### Signal wires on met1, run 1

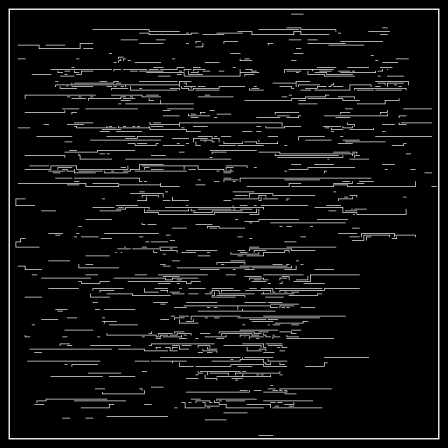
### Metal 2, run 1

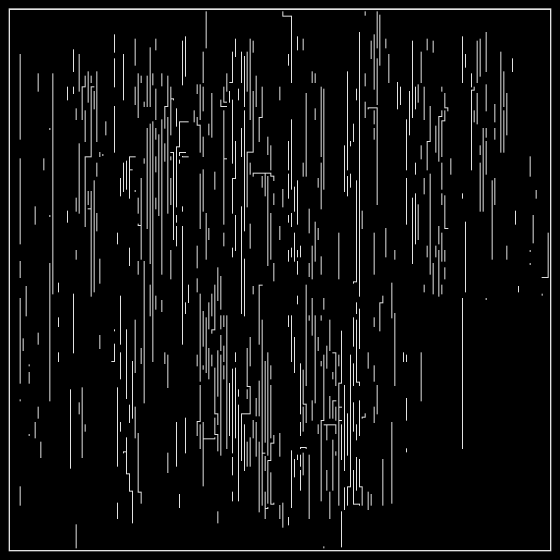
### Signal wires on met3, run 1

Scale bar: 20 µm.
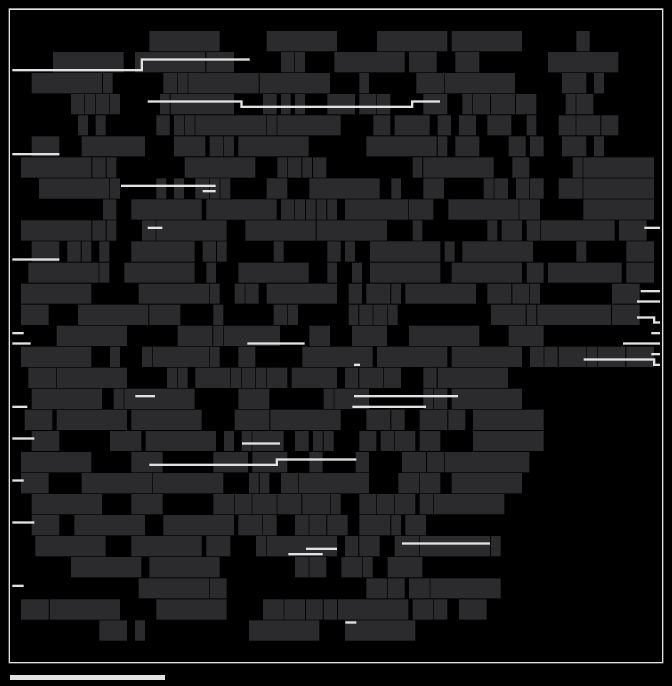
[src/rtl/code_entry_ctrl_pkg.sv]
// rtl/code_entry_ctrl_pkg.sv - shared types and constants for the code entry controller
// Contents: FSM state encoding, digit count/width, default scan and error-hold periods.
package code_entry_ctrl_pkg;

  typedef enum logic [1:0] {
    IDLE  = 2'd0,
    CHECK = 2'd1,
    ERROR = 2'd2
  } state_t;

  localparam int NUM_DIGITS       = 4;
  localparam int CODE_W           = 5;
  localparam int IDX_W            = 2;
  localparam int SCAN_DIV_DEFAULT = 1000;
  localparam int ERR_HOLD_DEFAULT = 4096;

endpackage

[src/rtl/code_entry_ctrl_if.sv]
// rtl/code_entry_ctrl_if.sv - switch/button inputs and display/status outputs of the controller
// Signals: ch, enter, clear (towards controller); an_n, dig_code, dig_valido,
// dig_blank, err, count (from controller). master = driving side, slave = controller.
interface code_entry_ctrl_if;
  import code_entry_ctrl_pkg::*;

  logic [CODE_W-1:0]     ch;
  logic                  enter;
  logic                  clear;
  logic [NUM_DIGITS-1:0] an_n;
  logic [CODE_W-1:0]     dig_code;
  logic                  dig_valido;
  logic                  dig_blank;
  logic                  err;
  logic [2:0]            count;

  modport master (
    output ch, enter, clear,
    input  an_n, dig_code, dig_valido, dig_blank, err, count
  );

  modport slave (
    input  ch, enter, clear,
    output an_n, dig_code, dig_valido, dig_blank, err, count
  );

endinterface

[src/rtl/code_entry_ctrl_display_scan.sv]
// rtl/code_entry_ctrl_display_scan.sv - display multiplex divider, digit index and anode select
// Ports: clk, rst (async, active-high); idx_o = current digit index;
// an_n_o = one-hot active-low digit select, registered alongside the index.
module display_scan
  import code_entry_ctrl_pkg::*;
#(
  parameter int SCAN_DIV = SCAN_DIV_DEFAULT
) (
  input  logic                  clk,
  input  logic                  rst,
  output logic [IDX_W-1:0]      idx_o,
  output logic [NUM_DIGITS-1:0] an_n_o
);

  localparam int DIV_W = (SCAN_DIV > 1) ? $clog2(SCAN_DIV) : 1;

  logic [DIV_W-1:0]      div_q;
  logic [IDX_W-1:0]      idx_q, idx_d;
  logic [NUM_DIGITS-1:0] an_n_q;
  logic                  term;

  assign term = (div_q == DIV_W'(SCAN_DIV - 1));

  always_comb begin
    idx_d = idx_q;
    if (term) idx_d = idx_q + IDX_W'(1);
  end

  always_ff @(posedge clk or posedge rst) begin
    if (rst) begin
      div_q  <= '0;
      idx_q  <= '0;
      an_n_q <= {{(NUM_DIGITS-1){1'b1}}, 1'b0};
    end else begin
      div_q  <= term ? '0 : div_q + DIV_W'(1);
      idx_q  <= idx_d;
      // Decode from the next index so the select changes on the same edge as idx_q.
      an_n_q <= ~(NUM_DIGITS'(1) << idx_d);
    end
  end

  assign idx_o  = idx_q;
  assign an_n_o = an_n_q;

endmodule

[src/rtl/code_entry_ctrl.sv]
// rtl/code_entry_ctrl.sv - 2-of-5 code entry: synchronize inputs, validate, store up to 4 digits, scan display
// Ports: clk, rst (async, active-high); bus (slave) carries ch/enter/clear in and
// an_n/dig_code/dig_valido/dig_blank/err/count out.
module code_entry_ctrl
  import code_entry_ctrl_pkg::*;
#(
  parameter int SCAN_DIV = SCAN_DIV_DEFAULT,
  parameter int ERR_HOLD = ERR_HOLD_DEFAULT
) (
  input  logic           clk,
  input  logic           rst,
  code_entry_ctrl_if.slave bus
);

  localparam int HOLD_W = (ERR_HOLD > 1) ? $clog2(ERR_HOLD) : 1;

  logic [CODE_W-1:0] ch_s1_q, ch_s2_q;
  logic              enter_s1_q, enter_s2_q, enter_prev_q;
  logic              clear_s1_q, clear_s2_q, clear_prev_q;
  logic              enter_pulse, clear_pulse;

  state_t            state_q;
  logic [CODE_W-1:0] cap_q;
  logic [CODE_W-1:0] buf_q [NUM_DIGITS];
  logic [2:0]        count_q;
  logic              err_q;
  logic [HOLD_W-1:0] hold_q;

  logic [2:0]        pop;
  logic              cap_valid;

  logic [IDX_W-1:0]      scan_idx;
  logic [NUM_DIGITS-1:0] scan_an_n;
  logic                  blank;

  always_ff @(posedge clk or posedge rst) begin
    if (rst) begin
      ch_s1_q      <= '0;
      ch_s2_q      <= '0;
      enter_s1_q   <= 1'b0;
      enter_s2_q   <= 1'b0;
      enter_prev_q <= 1'b0;
      clear_s1_q   <= 1'b0;
      clear_s2_q   <= 1'b0;
      clear_prev_q <= 1'b0;
    end else begin
      ch_s1_q      <= bus.ch;
      ch_s2_q      <= ch_s1_q;
      enter_s1_q   <= bus.enter;
      enter_s2_q   <= enter_s1_q;
      enter_prev_q <= enter_s2_q;
      clear_s1_q   <= bus.clear;
      clear_s2_q   <= clear_s1_q;
      clear_prev_q <= clear_s2_q;
    end
  end

  assign enter_pulse = enter_s2_q & ~enter_prev_q;
  assign clear_pulse = clear_s2_q & ~clear_prev_q;

  // A legal digit has exactly two of the five switches closed.
  always_comb begin
    pop = '0;
    for (int i = 0; i < CODE_W; i++) pop = pop + {2'b00, cap_q[i]};
  end
  assign cap_valid = (pop == 3'd2);

  always_ff @(posedge clk or posedge rst) begin
    if (rst) begin
      state_q <= IDLE;
      cap_q   <= '0;
      count_q <= '0;
      err_q   <= 1'b0;
      hold_q  <= '0;
      for (int i = 0; i < NUM_DIGITS; i++) buf_q[i] <= '0;
    end else if (clear_pulse) begin
      // Clear overrides whatever the FSM was doing, including a same-cycle enter.
      state_q <= IDLE;
      count_q <= '0;
      err_q   <= 1'b0;
      hold_q  <= '0;
      for (int i = 0; i < NUM_DIGITS; i++) buf_q[i] <= '0;
    end else begin
      case (state_q)
        IDLE: begin
          if (enter_pulse) begin
            cap_q   <= ch_s2_q;
            state_q <= CHECK;
          end
        end
        CHECK: begin
          if (cap_valid) begin
            for (int i = NUM_DIGITS - 1; i > 0; i--) buf_q[i] <= buf_q[i-1];
            buf_q[0] <= cap_q;
            if (count_q < 3'(NUM_DIGITS)) count_q <= count_q + 3'd1;
            state_q <= IDLE;
          end else begin
            state_q <= ERROR;
            err_q   <= 1'b1;
            hold_q  <= '0;
          end
        end
        ERROR: begin
          if (hold_q == HOLD_W'(ERR_HOLD - 1)) begin
            state_q <= IDLE;
            err_q   <= 1'b0;
            hold_q  <= '0;
          end else begin
            hold_q <= hold_q + HOLD_W'(1);
          end
        end
        default: state_q <= IDLE;
      endcase
    end
  end

  display_scan #(.SCAN_DIV(SCAN_DIV)) u_scan (
    .clk    (clk),
    .rst    (rst),
    .idx_o  (scan_idx),
    .an_n_o (scan_an_n)
  );

  assign blank          = ({1'b0, scan_idx} >= count_q);
  assign bus.an_n       = scan_an_n;
  assign bus.dig_code   = buf_q[scan_idx];
  assign bus.dig_blank  = blank;
  assign bus.dig_valido = blank | err_q;
  assign bus.err        = err_q;
  assign bus.count      = count_q;

endmodule

[src/flat_wrapper.sv]
// flat-port wrapper written by rule: the top's interface ports become plain ports
module code_entry_ctrl_flat import code_entry_ctrl_pkg::*;
#(
  parameter int SCAN_DIV = SCAN_DIV_DEFAULT,
  parameter int ERR_HOLD = ERR_HOLD_DEFAULT
)
  (clk, rst, bus_ch, bus_enter, bus_clear, bus_an_n, bus_dig_code, bus_dig_valido, bus_dig_blank, bus_err, bus_count);
  code_entry_ctrl_if bus_i ();
  input  logic clk;
  input  logic rst;
  input wire logic [$bits(bus_i.ch)-1:0] bus_ch;
  input wire logic [$bits(bus_i.enter)-1:0] bus_enter;
  input wire logic [$bits(bus_i.clear)-1:0] bus_clear;
  output wire logic [$bits(bus_i.an_n)-1:0] bus_an_n;
  output wire logic [$bits(bus_i.dig_code)-1:0] bus_dig_code;
  output wire logic [$bits(bus_i.dig_valido)-1:0] bus_dig_valido;
  output wire logic [$bits(bus_i.dig_blank)-1:0] bus_dig_blank;
  output wire logic [$bits(bus_i.err)-1:0] bus_err;
  output wire logic [$bits(bus_i.count)-1:0] bus_count;
  assign bus_i.ch = bus_ch;
  assign bus_i.enter = bus_enter;
  assign bus_i.clear = bus_clear;
  assign bus_an_n = bus_i.an_n;
  assign bus_dig_code = bus_i.dig_code;
  assign bus_dig_valido = bus_i.dig_valido;
  assign bus_dig_blank = bus_i.dig_blank;
  assign bus_err = bus_i.err;
  assign bus_count = bus_i.count;
  code_entry_ctrl #(.SCAN_DIV(SCAN_DIV), .ERR_HOLD(ERR_HOLD)) u_core (.clk(clk), .rst(rst), .bus(bus_i));
endmodule
[config.mk]
export PLATFORM = sky130hd
export DESIGN_NAME = code_entry_ctrl_flat
export DESIGN_NICKNAME = d
export VERILOG_FILES = /design/src/rtl/code_entry_ctrl_pkg.sv /design/src/rtl/code_entry_ctrl_if.sv /design/src/rtl/code_entry_ctrl_display_scan.sv /design/src/rtl/code_entry_ctrl.sv /design/src/flat_wrapper.sv
export SDC_FILE = /design/constraint.sdc
export NUM_CORES = 1
export LEC_CHECK = 0
export CAP_MARGIN = 0
export CORE_UTILIZATION = 50
export CTS_BUF_LIST = sky130_fd_sc_hd__clkbuf_16
export CTS_CLUSTER_SIZE = 28
export DETAILED_ROUTE_END_ITERATION = 16
export PLACE_DENSITY = 0.7
export SLEW_MARGIN = 10
export SYNTH_ARGS = -nofsm -noshare
export SYNTH_HDL_FRONTEND = slang
export SYNTH_SLANG_ARGS = --single-unit
[constraint.sdc]
create_clock -name clk -period 4.4 [get_ports clk]
set_input_delay 0.66 -clock clk [delete_from_list [all_inputs] [get_ports clk]]
set_output_delay 0.66 -clock clk [all_outputs]
set_load 0.05 [all_outputs]
==> GITHUB_STEP_SUMMARY, run 1 <==
## Synthesis and layout report

| Metric | Value |
|---|---|
| All-Layer GR Usage | `0.190` |
| WP depth | `12` |
| Top Usage Layer GRT | `met2` |
| Post-place setup slack | `around 1.1 ns` |
| Placer Congestion | `0.795` |
| DP Area | `3660 µm²` |
| Chip Height | `roughly 84 µm` |
| Crit. End Element | `register` |
| Critical path, cell by cell | `ha_1 > inv_1 > fa_1 > inv_1 > ha_1 > inv_1 > fa_1 > nand4bb_1 > buf_4 > a21oi_4 > or4_1 > a21oi_1` |
| Largest net degree at the start of global routing | `39` |
| #FFs+latches synth | `75` |
| Top reg by flops | `u_core.buf_q` |
| Synthesized instance count | `310` |
| Total negative setup slack | `0 ns` |
| Cell area leaders | `dfrtp_1, nand2_1, a21oi_1` |
| Count of library flops with an enable pin | `0` |
| Routed met1 length | `about 2900 µm` |
| R2R setup slack | `1.11 ns` |
| Worst hold path type | `register to register` |
| Leak Pwr | `1.71 nW` |
| # fillers | `538` |
| DRC Markers | `4` |
| Met3 wire length | `218 µm` |
| Post-synth ARST share | `1.00` |
| Final setup skew | `0.00555 ns` |
| Violated checks | `DRC` |
| Adder Share, Synth | `0.0488` |
| Met3 usage | `0.0521` |
| YS chip area | `3380 µm²` |
| CTS sink cnt | `75` |
| CTS HTree Levels | `3` |
| Root Driver | `clkbuf_16` |
| YS warnings | `0` |
| Clk_lat worst skew | `about 0.33 ns` |
| Die extent in x | `84.3 µm` |
| Synth Area in Simple Gates | `0.168` |
| Post-synth top flop | `dfrtp_1` |
| CTS tree | `yes` |
| PortBufs | `23` |
| Met1 GRT Util | `0.262` |
| Buf+Inv Stages, Crit Path | `4` |
| Syn_nets | `approximately 330` |
| Number of global-route vias before repair | `between 2000 and 2500` |
| MUX area fraction | `0.0562` |
| R2r startpoint | `u_core.cap_q[1]` |
| List of most frequent post-synthesis cells | `dfrtp_1, nand2_1, a21oi_1, inv_1, nor2_1` |
| Status | `complete, but fails checks` |
| Max-slew violations | `0` |
| Crit-path leading delay family | `adder cells` |
About 'Signal wires on met1':
longest straight run	25.8 µm
wire length on this layer	2850 µm
nets with wire on the layer	322
share of all routed wire	50%

About 'Metal 2':
share of all routed wire	45%
nets with wire on the layer	279
main direction	vertical
wire length on this layer	2580 µm
longest straight run	41.1 µm
Post-Route WL: 5760 µm
Via Count: 2266

About 'Signal wires on met3':
main direction	horizontal
share of all routed wire	3.8%
nets with wire on the layer	26
longest straight run	22.1 µm
wire length on this layer	219 µm

## run 1: layout make-up
| cell class | count | area (µm²) | share of cell area |
|---|---|---|---|
| Timing Repair Buffer | 27 | 260 | 0.0661 |
| Inverter | 15 | 56.3 | 0.0143 |
| Tap cell | 77 | 96.3 | 0.0245 |
| Clock inverter | 5 | 48.8 | 0.0124 |
| Multi-Input combinational cell | 206 | 1370 | 0.348 |
| Sequential cell | 75 | 1880 | 0.478 |
| Clock buffer | 9 | 225 | 0.0572 |
## run 1: worst reg2reg max path, delay by kind of cell (launching register included)
kind,cells,cell delay (ns)
compound gates,2,0.34
simple gates,2,0.69
flops,1,0.40
buf+inv,4,0.43
fa+ha+maj,4,1.36
## run 1: where the power goes
group          switching [mW]  internal (mW)
combinational           0.376          0.231
sequential             0.0525          0.759
clock                   0.257          0.426
total                   0.685           1.42
### Routing congestion map, run 1

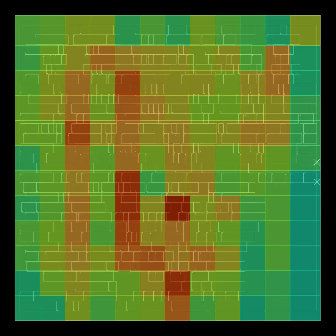

==> run 2: changes to the inputs <==
==> constraint.sdc (replaced) <==
create_clock -name clk -period 3.2 [get_ports clk]
set_input_delay 0.48 -clock clk [delete_from_list [all_inputs] [get_ports clk]]
set_output_delay 0.48 -clock clk [all_outputs]
set_load 0.05 [all_outputs]
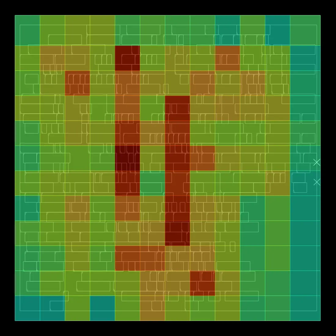
*Routing congestion map, run 2*
wire per inst: 14.4 µm
Core Util, Final: 0.619
M2 GR Usage: 0.304

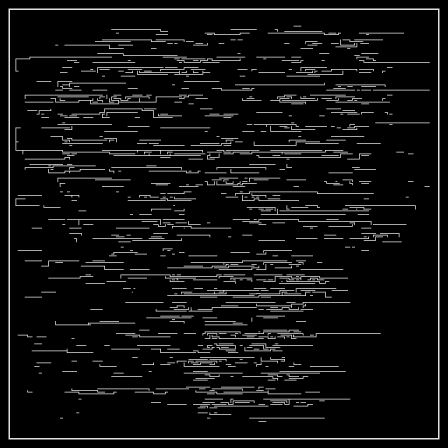
*Signal wires on met1, run 2*
wire length on this layer	2870 µm
share of all routed wire	48%
nets with wire on the layer	324
longest straight run	19.7 µm
main direction	horizontal
Via Count: 2330
met1 GRT Util: 0.256
Post-Route WL: 6050 µm

==> run 2 against run 1 <==
  * The run still ends with DRC left
  * Cell count increased by 1.2%
  * First-iteration DRC count is 2.2% lower
  * Cell area is 1.6% higher
  * Largest power group unchanged
  * Highest routed layer unchanged
  * Routed wire length is 4.9% higher
  * Setup slack worse by 0.95 ns
  * Die size is the same
  * Total power up 41%
  * Core utilization grew 0.95 points
==> GITHUB_STEP_SUMMARY, run 2 <==
## Synthesis and layout report

| Metric | Value |
|---|---|
| Status | `complete, but fails checks` |
| Violated checks | `DRC` |
| Chip Height | `84.3 µm (unchanged)` |
| Max-slew violations | `0 (unchanged)` |
| Critical path, cell by cell | `ha_1 > inv_1 > fa_1 > inv_1 > ha_1 > inv_1 > fa_1 > nand4bb_4 > a21oi_2 > or4_1 > a21oi_1` |
| Total negative setup slack | `0 ns (unchanged)` |
| Tot Pwr | `2.97 mW` |
| Crit. End Element | `register` |
| Cell area leaders | `dfrtp_1, nand2_1, a21oi_1` |
| R2R setup slack | `0.16 ns (-0.95 ns)` |
| Inst Count DP | `403` |
| Count of library flops with an enable pin | `0 (unchanged)` |
| Largest net degree at the start of global routing | `42 (+7.7%)` |
| Number of global-route vias before repair | `2307 (+5.9%)` |
| Root Driver | `clkbuf_16` |
| Die extent in x | `84.3 µm (unchanged)` |
| Min Hold Slack | `about 0.35 ns` |
| All-Layer GR Usage | `0.191 (+0.00101)` |
| Worst hold path type | `register to register` |
| Top reg by flops | `u_core.buf_q` |
| Placer Congestion | `0.783 (-1.5%)` |
| Post-synth ARST share | `1.00 (unchanged)` |
| MUX area fraction | `0.0562 (unchanged)` |
| CTS HTree Levels | `3 (unchanged)` |
| Buf+Inv Stages, Crit Path | `3 (-1)` |
| DRC Markers | `5 (+1)` |
| # fillers | `538 (unchanged)` |
| PortBufs | `23 (unchanged)` |
| Critical path origin | `u_core.cap_q[0]` |
| Area grow syn2layout | `18.2%` |
| WP depth | `11 (-1)` |
| Post-synth top area share | `0.533` |
| Adder Share, Synth | `0.0488 (unchanged)` |
| Post-place setup slack | `-0.0132 ns (-1.12 ns)` |
| Leak Pwr | `1.74 nW (+1.5%)` |
| DP Area | `3700 µm² (+0.96%)` |
| #FFs+latches synth | `75 (unchanged)` |
| R2r startpoint | `u_core.cap_q[0]` |
| Clk_lat worst skew | `0.32 ns (about the same)` |
| YS warnings | `0 (unchanged)` |
| Top-count cell post-synth | `dfrtp_1` |
| List of most frequent post-synthesis cells | `dfrtp_1, nand2_1, a21oi_1, inv_1, nor2_1` |
## run 2: layer usage
metal	share of wire	global-route usage
met5	0	0
met4	0.0084	0.0580
met3	0.041	0.0531
met2	0.48	0.304
met1	0.48	0.256
## run 2: power by group
| group | switching [mW] | leakage (nW) | internal, mW |
|---|---|---|---|
| Combinational | 0.572 | 0.634 | 0.411 |
| Sequential | 0.0752 | 0.970 | 1.04 |
| Clock | 0.354 | 0.135 | 0.513 |
## run 2: layout make-up
class | instances | area [µm²] | share of cell area
Multi-Input combinational cell | 207 | 1400 | 0.351
Clock inverter | 6 | 33.8 | 0.00845
Inverter | 15 | 56.3 | 0.0141
Sequential cell | 75 | 1880 | 0.470
Tap cell | 77 | 96.3 | 0.0241
Timing Repair Buffer | 30 | 303 | 0.0757
Clock buffer | 9 | 225 | 0.0563
==> run 3: changes to the inputs <==
--- a/config.mk
+++ b/config.mk
@@ -5,6 +5,7 @@
 export SDC_FILE = /design/constraint.sdc
 export NUM_CORES = 1
 export LEC_CHECK = 0
+export ABC_CLOCK_PERIOD_IN_PS = 3200
 export CAP_MARGIN = 0
 export CORE_UTILIZATION = 50
 export CTS_BUF_LIST = sky130_fd_sc_hd__clkbuf_16
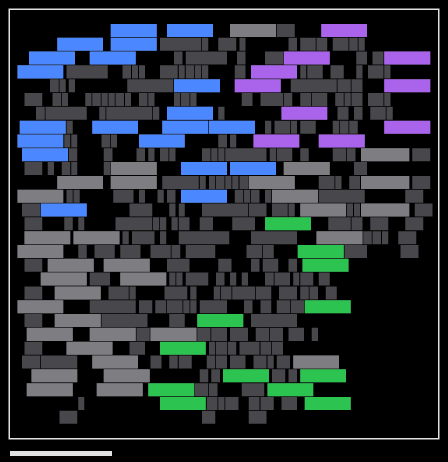
*Sequential cells grouped by signal name, run 3*
Scale bar: 20 µm. Other sequential cells in the stronger gray, the rest of the logic in the fainter gray.
color	signal	sequential cells
purple	u_core.u_scan.div_q	10
blue	u_core.buf_q	20
green	u_core.hold_q	12
sequential cell area share: 0.470
FF/Latch Area: 1880 µm²

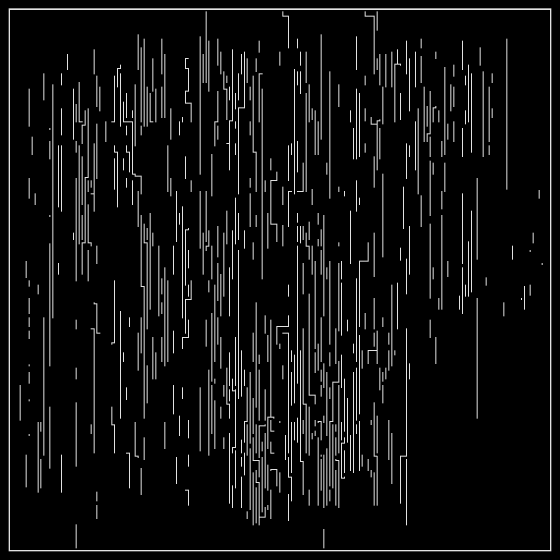
*Metal 2, run 3*
main direction	vertical
longest straight run	36.4 µm

==> run 3 against run 2 <==
  * The flow still finishes with violations (DRC)
  * Routed wire length is the same
  * Critical path depth is the same
  * Fmax is the same
  * Global-route usage is the same
  * First-iteration DRC count is the same
  * Combinational power is essentially flat
  * Non-clock buffer count is the same
  * Sequential power is essentially flat
  * Critical path type unchanged
==> GITHUB_STEP_SUMMARY, run 3 <==
## Synthesis and layout report

| Metric | Value |
|---|---|
| Psw | `1.00 mW (unchanged)` |
| Combinational share of cell area | `0.351 (unchanged)` |
| Adder Share, Synth | `0.0488 (unchanged)` |
| Non-clock buffers, area share | `0.0757 (unchanged)` |
| Largest net degree at the start of global routing | `42 (unchanged)` |
| Worst hold path type | `register to register` |
| Crit. End Element | `register` |
| Number of global-route vias before repair | `2307 (unchanged)` |
| DP Area | `3700 µm² (unchanged)` |
| Comb gates | `207 (unchanged)` |
| Clock Power Share | `0.292 (about the same)` |
| R2r startpoint | `u_core.cap_q[0]` |
| Core Util, Final | `0.619 (unchanged)` |
| Violated checks | `DRC` |
| Non-CTS inverters | `15 (unchanged)` |
| Sequential cell power | `1.12 mW (about the same)` |
| Status | `complete, but fails checks` |
| R2R setup slack | `0.16 ns (about the same)` |
| Biggest Area Class | `flip-flops and latches` |
| Total negative setup slack | `0 ns (unchanged)` |
| Die extent in x | `84.3 µm (unchanged)` |
| #FFs+latches synth | `75 (unchanged)` |
| Pint | `1.97 mW (unchanged)` |
| Leak Pwr | `1.74 nW (unchanged)` |
| Top-count cell post-synth | `dfrtp_1` |
| DRC Markers | `5 (unchanged)` |
==> run 3: cell counts after synthesis <==
Identical to the previous run, type by type.
==> run 3: through the flow <==
stage	setup WS, ns	cells	power (mW)	hold WS [ns]
floorplan	0.293	310	1.79	0.331
global placement	0.163	403	1.97	0.332
detailed placement	-0.0132	403	2.02	0.336
CTS	0.0144	418	2.90	0.347
global route	0.000251	419	3.16	0.356
finish	0.157	419	2.97	0.346
==> run 3: metal layers <==
layer | vias up | part of all wire | track usage
met4 | 0 | 0.0084 | 0.0580
met1 | 1142 | 0.48 | 0.256
li1 | 1139 | - | -
met3 | 4 | 0.041 | 0.0531
met2 | 45 | 0.48 | 0.304
met5 | - | 0 | 0
==> run 3: what timing repair did <==
action	in CTS	in global routing
gates resized	0	5
hold endpoints to repair	0	0
setup endpoints to repair	0	11
Power is estimated from default activity; no workload was simulated.
